$ cat config.mk
export PLATFORM = sky130hd
export DESIGN_NAME = orv64_bp_ctrl
export DESIGN_NICKNAME = d
export VERILOG_FILES = /design/src/rtl/orv64_bp_ctrl.sv
export SDC_FILE = /design/constraint.sdc
export NUM_CORES = 1
export LEC_CHECK = 0
export ABC_AREA = 1
export CORE_ASPECT_RATIO = 0.5
export CORE_MARGIN = 1.5
export CORE_UTILIZATION = 25
export CTS_BUF_LIST = sky130_fd_sc_hd__clkbuf_16
export CTS_CLUSTER_DIAMETER = 120
export DETAILED_ROUTE_END_ITERATION = 10
export PLACE_DENSITY = 0.46
export SYNTH_ARGS = -nofsm -noshare
export SYNTH_HDL_FRONTEND = slang
export SYNTH_SLANG_ARGS = --single-unit
$ cat constraint.sdc
create_clock -name clk -period 1.55 [get_ports clk]
set_input_delay 0.2325 -clock clk [delete_from_list [all_inputs] [get_ports clk]]
set_output_delay 0.2325 -clock clk [all_outputs]
set_load 0.01 [all_outputs]
$ cat src/rtl/orv64_bp_ctrl.sv
// Debug-halt controller: breakpoint slot registers plus run/drain/halt/step sequencer.
// Optional 16-bit breakpoint hit counter at register 11 when ORV64_BP_HIT_CNT_EN is defined.
module orv64_bp_ctrl #(
    parameter int NUM_SLOTS = 4,
    parameter int VADDR_W   = 39,
    parameter int DATA_W    = 64
) (
    input  logic                         clk,
    input  logic                         rst,
    input  logic                         cfg_valid,
    output logic                         cfg_ready,
    input  logic                         cfg_wr,
    input  logic [3:0]                   cfg_addr,
    input  logic [DATA_W-1:0]            cfg_wdata,
    output logic                         cfg_rvalid,
    output logic [DATA_W-1:0]            cfg_rdata,
    output logic [NUM_SLOTS*VADDR_W-1:0] bp_if_pc,
    output logic [NUM_SLOTS-1:0]         en_bp_if_pc,
    output logic [NUM_SLOTS*VADDR_W-1:0] bp_wb_pc,
    output logic [NUM_SLOTS-1:0]         en_bp_wb_pc,
    output logic                         instret_bp_en,
    output logic [DATA_W-1:0]            instret_bp,
    input  logic                         bp_stall,
    input  logic                         halt_req,
    input  logic                         resume_req,
    input  logic                         step_req,
    input  logic                         wb_valid,
    input  logic                         pipe_idle,
    output logic                         core_stall,
    output logic                         halted,
    output logic [1:0]                   halt_cause
);

    localparam int MASK_W = 2 * NUM_SLOTS + 1;

    localparam logic [3:0] ADDR_MASK    = 4'd8;
    localparam logic [3:0] ADDR_INSTRET = 4'd9;
    localparam logic [3:0] ADDR_STATUS  = 4'd10;
`ifdef ORV64_BP_HIT_CNT_EN
    localparam logic [3:0] ADDR_HITCNT  = 4'd11;
`endif

    localparam logic [1:0] CAUSE_NONE = 2'd0;
    localparam logic [1:0] CAUSE_EXT  = 2'd1;
    localparam logic [1:0] CAUSE_BP   = 2'd2;
    localparam logic [1:0] CAUSE_STEP = 2'd3;

    typedef enum logic [1:0] {
        ST_RUN      = 2'd0,
        ST_DRAIN    = 2'd1,
        ST_HALTED   = 2'd2,
        ST_STEP_RES = 2'd3
    } state_t;

    state_t              state_q, state_d;
    logic [1:0]          cause_q, cause_d;
    logic                is_step_q, is_step_d;
    logic                halted_q, halted_d;

    logic [VADDR_W-1:0]  if_pc_q [NUM_SLOTS];
    logic [VADDR_W-1:0]  if_pc_d [NUM_SLOTS];
    logic [VADDR_W-1:0]  wb_pc_q [NUM_SLOTS];
    logic [VADDR_W-1:0]  wb_pc_d [NUM_SLOTS];
    logic [MASK_W-1:0]   mask_q, mask_d;
    logic [DATA_W-1:0]   instret_q, instret_d;

    logic                rvalid_q, rvalid_d;
    logic [DATA_W-1:0]   rdata_q, rdata_d;
    logic [DATA_W-1:0]   rd_val;

    logic                cfg_wen;
    logic                cfg_ren;
    logic                mask_n;

    assign cfg_ready = cfg_valid;
    assign cfg_wen   = cfg_valid & cfg_wr;
    assign cfg_ren   = cfg_valid & ~cfg_wr;

`ifdef ORV64_BP_HIT_CNT_EN
    logic [15:0] hit_cnt_q, hit_cnt_d;

    // Clear from the bus wins over a same-cycle increment.
    always_comb begin
        hit_cnt_d = hit_cnt_q;
        if (cfg_wen && cfg_addr == ADDR_HITCNT) begin
            hit_cnt_d = 16'h0000;
        end else if (state_q == ST_RUN && bp_stall && hit_cnt_q != 16'hFFFF) begin
            hit_cnt_d = hit_cnt_q + 16'd1;
        end
    end

    always_ff @(posedge clk) begin
        if (rst) begin
            hit_cnt_q <= 16'h0000;
        end else begin
            hit_cnt_q <= hit_cnt_d;
        end
    end
`endif

    // Configuration register writes
    always_comb begin
        for (int i = 0; i < NUM_SLOTS; i++) begin
            if_pc_d[i] = if_pc_q[i];
            wb_pc_d[i] = wb_pc_q[i];
        end
        mask_d    = mask_q;
        instret_d = instret_q;
        if (cfg_wen) begin
            for (int i = 0; i < NUM_SLOTS; i++) begin
                if (cfg_addr == 4'(i)) begin
                    if_pc_d[i] = cfg_wdata[VADDR_W-1:0];
                end
                if (cfg_addr == 4'(NUM_SLOTS + i)) begin
                    wb_pc_d[i] = cfg_wdata[VADDR_W-1:0];
                end
            end
            if (cfg_addr == ADDR_MASK) begin
                mask_d = cfg_wdata[MASK_W-1:0];
            end
            if (cfg_addr == ADDR_INSTRET) begin
                instret_d = cfg_wdata;
            end
        end
    end

    // Read mux; unmapped addresses fall through as zero.
    always_comb begin
        rd_val = '0;
        for (int i = 0; i < NUM_SLOTS; i++) begin
            if (cfg_addr == 4'(i)) begin
                rd_val = {{(DATA_W-VADDR_W){1'b0}}, if_pc_q[i]};
            end
            if (cfg_addr == 4'(NUM_SLOTS + i)) begin
                rd_val = {{(DATA_W-VADDR_W){1'b0}}, wb_pc_q[i]};
            end
        end
        if (cfg_addr == ADDR_MASK) begin
            rd_val = {{(DATA_W-MASK_W){1'b0}}, mask_q};
        end
        if (cfg_addr == ADDR_INSTRET) begin
            rd_val = instret_q;
        end
        if (cfg_addr == ADDR_STATUS) begin
            rd_val = {{(DATA_W-4){1'b0}}, cause_q, state_q};
        end
`ifdef ORV64_BP_HIT_CNT_EN
        if (cfg_addr == ADDR_HITCNT) begin
            rd_val = {{(DATA_W-16){1'b0}}, hit_cnt_q};
        end
`endif
    end

    always_comb begin
        rvalid_d = cfg_ren;
        rdata_d  = rdata_q;
        if (cfg_ren) begin
            rdata_d = rd_val;
        end
    end

    // Halt sequencer
    always_comb begin
        state_d   = state_q;
        cause_d   = cause_q;
        is_step_d = is_step_q;
        case (state_q)
            ST_RUN: begin
                if (bp_stall) begin
                    state_d = ST_DRAIN;
                    cause_d = CAUSE_BP;
                end else if (halt_req) begin
                    state_d = ST_DRAIN;
                    cause_d = CAUSE_EXT;
                end
            end
            ST_DRAIN: begin
                if (pipe_idle) begin
                    state_d = ST_HALTED;
                end
            end
            ST_HALTED: begin
                if (step_req) begin
                    state_d   = ST_STEP_RES;
                    is_step_d = 1'b1;
                end else if (resume_req) begin
                    state_d   = ST_STEP_RES;
                    is_step_d = 1'b0;
                    cause_d   = CAUSE_NONE;
                end
            end
            ST_STEP_RES: begin
                // Breakpoints stay masked until one instruction retires.
                if (wb_valid) begin
                    if (is_step_q) begin
                        state_d = ST_DRAIN;
                        cause_d = CAUSE_STEP;
                    end else begin
                        state_d = ST_RUN;
                    end
                end
            end
            default: state_d = ST_RUN;
        endcase
        halted_d = (state_q == ST_HALTED);
    end

    always_ff @(posedge clk) begin
        if (rst) begin
            state_q   <= ST_RUN;
            cause_q   <= CAUSE_NONE;
            is_step_q <= 1'b0;
            halted_q  <= 1'b0;
            for (int i = 0; i < NUM_SLOTS; i++) begin
                if_pc_q[i] <= '0;
                wb_pc_q[i] <= '0;
            end
            mask_q    <= '0;
            instret_q <= '0;
            rvalid_q  <= 1'b0;
            rdata_q   <= '0;
        end else begin
            state_q   <= state_d;
            cause_q   <= cause_d;
            is_step_q <= is_step_d;
            halted_q  <= halted_d;
            for (int i = 0; i < NUM_SLOTS; i++) begin
                if_pc_q[i] <= if_pc_d[i];
                wb_pc_q[i] <= wb_pc_d[i];
            end
            mask_q    <= mask_d;
            instret_q <= instret_d;
            rvalid_q  <= rvalid_d;
            rdata_q   <= rdata_d;
        end
    end

    assign mask_n = (state_q != ST_STEP_RES);

    always_comb begin
        for (int i = 0; i < NUM_SLOTS; i++) begin
            bp_if_pc[i*VADDR_W +: VADDR_W] = if_pc_q[i];
            bp_wb_pc[i*VADDR_W +: VADDR_W] = wb_pc_q[i];
        end
    end

    assign en_bp_if_pc   = mask_q[NUM_SLOTS-1:0] & {NUM_SLOTS{mask_n}};
    assign en_bp_wb_pc   = mask_q[2*NUM_SLOTS-1:NUM_SLOTS] & {NUM_SLOTS{mask_n}};
    assign instret_bp_en = mask_q[2*NUM_SLOTS] & mask_n;
    assign instret_bp    = instret_q;

    assign core_stall = (state_q == ST_DRAIN) || (state_q == ST_HALTED);
    assign halted     = halted_q;
    assign halt_cause = cause_q;
    assign cfg_rvalid = rvalid_q;
    assign cfg_rdata  = rdata_q;

endmodule
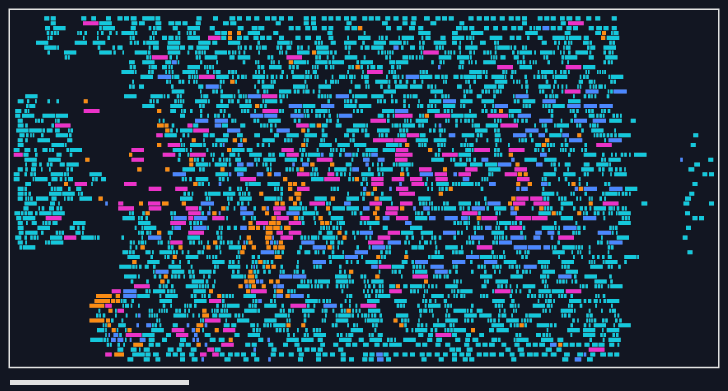
run_1/sizes.png
The bar under the picture is 100 um long.
| size | color | cells | share |
|---|---|---|---|
| _6 and larger | magenta | 135 | 4.1% |
| _0 and _1 cells | cyan | 2793 | 85% |
| _3 and _4 cells | orange | 185 | 5.6% |
| _2 cells | blue | 186 | 5.6% |

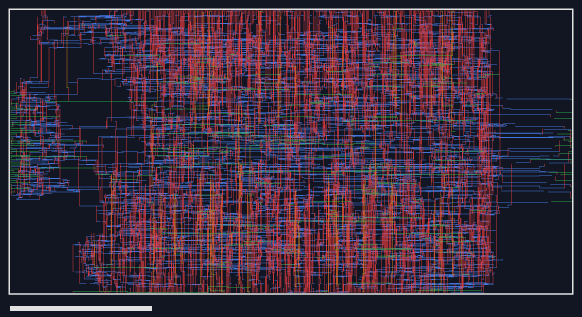
run_1/wires.png
The bar under the picture is 100 um long.
| layer | color | wire length |
|---|---|---|
| metal 2 | red | 47.0 mm |
| metal 4 | orange | 3150 um |
| metal 3 | green | 4120 um |
| metal 1 | blue | 38.9 mm |

==> notes.md, run 1 <==
run results: outcome finished, violations left, violated checks setup timing, DP Wirelength around 65 mm, mapped cell area 19240 um^2, postcts setup bufs 11, initial antenna violation count 1, CP Data Arrival Time about 1.5 ns, Worst Tran Pin Value ~0.63 ns, Core Util, Final a little under two fifths, switching pwr slightly above 0.007 W, yosys stat area approximately 19000 um^2, vias in the first global route between 15000 and 20000, Buf/Inv on CP 2, core box area 75690 um^2, # port buffers between 500 and 600, drt pass-1 iters 5, Worst Hold Class in2reg, cts hold-fix bufs 1, grt ovf 0, RSZ-0062 raised after global routing true, xor+xnor area frac 0%, fin crit period roughly 1.7 ns, fin nets between 3000 and 4000, final worst setup slack -0.1773 ns, DR DRC count 0, worst hold start cfg_wdata[59], Registers, synthesis 456, crit-path cells ha_4, buf_8, nor2_1, buf_2, largest stage delay on the critical path 0.36 ns, Total Power approximately 0.026 W, wire per inst ~22 um, area delta synth->final 49.14%, # setup viols final 14, hold path endpoint instret_bp[59], WL final about 93 mm, Static Leak between 10 and 15 nW, Logic pwr share a little under an eighth, Slowest cell on crit path dfxtp_4, met1 WL 38.92 mm, R2R depth 9, list of most frequent post-synthesis cells nand2_1 (688), a21oi_1 (494), dfxtp_1 (456), routed wl met3 4.123 mm
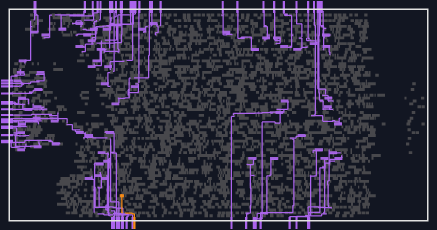
run_1/io_fan.png
| port | color | bits | direction | end cells | buffers | wire |
|---|---|---|---|---|---|---|
| instret_bp | purple | 64 | output | 64 | 64 | 4240 um |
| instret_bp_en | orange | 1 | output | 1 | 1 | 33.0 um |

run 1: layout make-up:
class / instances / area (um^2)
Clock buffer: 49 / 1226
Clock inverter: 32 / 143.9
Fill cell: 8044 / 46990
Inverter: 148 / 573.1
Multi-Input combinational cell: 1848 / 8650
Sequential cell: 456 / 9239
Tap cell: 1022 / 1279
Timing Repair Buffer: 766 / 7585
run 1: power by group through the flow:
stage,Sequential [W],Combinational (W),Clock (W)
2_1_floorplan,0.0124,0.00122,0
3_3_place_gp,0.0123,0.00289,0
3_5_place_dp,0.0123,0.00290,0
4_1_cts,0.0121,0.00297,0.0110
5_1_grt,0.0121,0.00337,0.0115
6_report,0.0121,0.00311,0.0108
==> inputs of run 2 (changes only) <==
- CTS_CLUSTER_DIAMETER: 120 -> 200
- PLACE_DENSITY: 0.46 -> 0.44
- clock period: 1.55 -> 1.7 ns (I/O delays scaled with it)
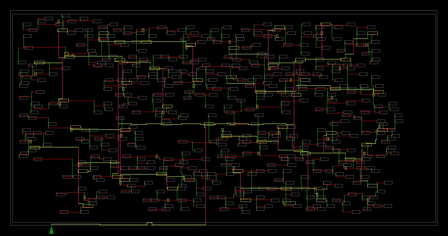
run_2/clocks.png
skew final: 0.02946 ns
Flops: 456
clk_lat worst skew: 0.61 ns

==> run 2 against run 1 <==
Compared with the run above:
- the run still ends with setup timing left
- first-iteration DRC count grew 3.1%
- synthesized cell count stayed put
- sequential share of layout area is 0.083 points higher
- non-clock buffer count fell by 11
- power shrank 7.0%
- flip-flop count is the same
- worst hold slack got worse by 0.12 ns
- critical path type unchanged
- critical endpoint is now en_bp_wb_pc[2]
==> notes.md, run 2 <==
run results: met1 WL 41.26 mm (+6.0%), violated checks setup timing, ClkCell Share 5.122% (+0.35 points), Worst Hold Class in2reg, DR DRC count 0 (unchanged), Slowest cell on crit path dfxtp_4, mapped cell area 19240 um^2 (unchanged), cts hold-fix bufs 0 (-1), Clock Power 0.0103 W (-5%), combinational logic power 0.00288 W (-7.4%), # setup viols final 7 (-7), Total Power 0.02418 W (-7.0%), RSZ-0062 raised after global routing true, fin nets 3339 (-0.33%), bufs w/o clock 755 (-1.4%), DP Wirelength 67.02 mm (+2.6%), grt ovf 0 (unchanged), initial antenna violation count 3 (+2), wire per inst 21.88 um (+1.4%), Comb/total area 30.34% (+0.20 points), area delta synth->final 48.17%, # Taps 1022 (unchanged), list of most frequent post-synthesis cells nand2_1 (688), a21oi_1 (494), dfxtp_1 (456), Worst Tran Pin Value 0.8824 ns (+0.2545 ns), multi-input logic area 8651 um^2 (about the same), sequential cell area 9203 um^2 (-0.39%), routed wl met3 4.080 mm (-1.0%), Static Leak 12.11 nW (+4.1%), top power group sequential cells, final worst setup slack -0.02055 ns (+0.1567 ns), Seq group 0.0110 W (-9%), CP Data Arrival Time 1.47 ns (-0.02 ns), outcome finished, violations left, switching pwr 0.006627 W (-6.5%), core box area 75690 um^2 (unchanged), Logic pwr share 11.9% (about the same), postcts setup bufs 6 (-5), sequential cell area share 32.28% (+0.083 points), Multi-Input Combinational 1848 (unchanged), Leading cell kind flip-flops and latches, Inverters 148 (unchanged), Buf/Inv on CP 2 (unchanged)
[run 2: path summary, 6_finish.rpt]
| path | start | end | slack (ns) | cells after the start |
|---|---|---|---|---|
| max | state_q[0] | en_bp_wb_pc[2] | -0.02 | 4 |
| min reg2reg | cfg_rdata[27] | cfg_rdata[27] | 0.46 | 2 |
| min | rst | cfg_rdata[40] | 0.1 | 4 |
| max reg2reg | state_q[0] | halt_cause[0] | -0.02 | 10 |
[run 2: cells by family after synthesis]
group | after synthesis | share of synthesized area (%)
adders and majority gates | 4 | 0.2601
DFF | 456 | 47.44
and+or+nand+nor | 1158 | 25.49
AOI/OAI and AO/OA | 686 | 18.24
buffers and inverters | 398 | 8.564
[run 2: worst min-delay path: stages]
cell     delay, ns
buf_8         0.10
inv_4         0.13
o21ai_0       0.11
a21oi_1       0.04
==> inputs of run 3 (changes only) <==
==> constraint.sdc (replaced) <==
create_clock -name clk -period 2.1 [get_ports clk]
set_input_delay 0.42 -clock clk [delete_from_list [all_inputs] [get_ports clk]]
set_output_delay 0.42 -clock clk [all_outputs]
set_load 0.01 [all_outputs]
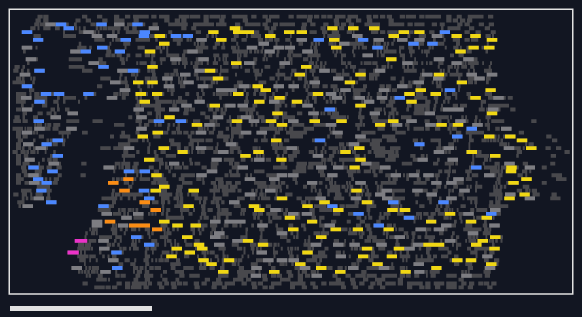
run_3/flops_by_reg.png
The bar under the picture is 100 um long. Other sequential cells in the stronger gray, the rest of the logic in the fainter gray.
| signal | color | sequential cells |
|---|---|---|
| mask_q | orange | 9 |
| wb_pc_q | yellow | 156 |
| cfg_rdata | blue | 64 |
| state_q | magenta | 2 |
not colored: 225

==> run 3 against run 2 <==
Compared with the run above:
- the flow now finishes without violations
- via count is 0.59% lower
- die area did not move
- non-clock buffer count down 24
- power is 19% lower
- synthesized area unchanged
- setup slack better by 0.052 ns
- critical path type unchanged
==> notes.md, run 3 <==
run results: outcome finished clean, DR DRC count 0 (unchanged), worst hold start rst, simple share 25.49% (unchanged), list of most frequent post-synthesis cells nand2_1 (688), a21oi_1 (494), dfxtp_1 (456), hold path endpoint instret_bp[51], routed wl met3 4.251 mm (+4.2%), CP Launch Point instret_bp[9], grt ovf 0 (unchanged), R2R depth 9 (-1), cts hold-fix bufs 0 (unchanged), area delta synth->final 48.43%, top comb family, area simple AND/OR/NAND/NOR gates, skew final 0.01996 ns (-0.009500 ns), Static Leak 9.782 nW (-19%), DP Wirelength 67.10 mm (+0.12%), Inverters 148 (unchanged), sequential cell area 9134 um^2 (-0.75%), ClkCell Share 5.284% (+0.16 points), Worst Hold Class in2reg, # setup viols final 0 (-7), Worst Tran Pin Value 0.6541 ns (-0.2282 ns), core box area 75690 um^2 (unchanged), wire per inst 21.65 um (-1.0%), FF-to-FF setup slack 0.35 ns (+0.37 ns), xor+xnor area frac 0% (unchanged), mapped cell area 19240 um^2 (unchanged), hold path depth 2 (-2), Leading cell kind flip-flops and latches, fin nets 3314 (-0.75%), combinational logic power 0.00205 W (-29%), Flops 456 (unchanged), Buf/Inv on CP 1 (-1), r2r startpoint state_q[0], switching pwr 0.005220 W (-21%), multi-input logic area 8539 um^2 (-1.3%), top power group sequential cells, CP Data Arrival Time 1.65 ns (+0.18 ns), final worst setup slack 0.03186 ns (+0.05241 ns), Synth Area in Compound Gates 18.24% (unchanged)
==> run 3: worst max path at each step <==
stage	end	slack [ns]	depth (start not counted)
6_report	instret_bp[9]	0.03	1
5_1_grt	bp_wb_pc[118]	0.006	1
4_1_cts	instret_bp[9]	0.001	1
3_5_place_dp	cfg_rdata[8]	-0.43	15
3_3_place_gp	cfg_rdata[36]	-0.41	13
2_1_floorplan	cfg_rdata[14]	0.55	10
==> run 3: worst register-to-register path, cell delays in order (launching register included) <==
cell,delay (ns)
dfxtp_4,0.38
inv_1,0.06
ha_1,0.21
inv_1,0.08
nor3_1,0.05
a21oi_1,0.12
inv_1,0.07
nor3_1,0.36
o21ai_0,0.18
a21oi_1,0.17
==> run 3: repair_timing <==
item	CTS	global route
gates resized	16	2
setup endpoints to repair	11	1
pin swaps	0	0
setup buffers	0	0
Power is estimated from default activity; no workload was simulated.
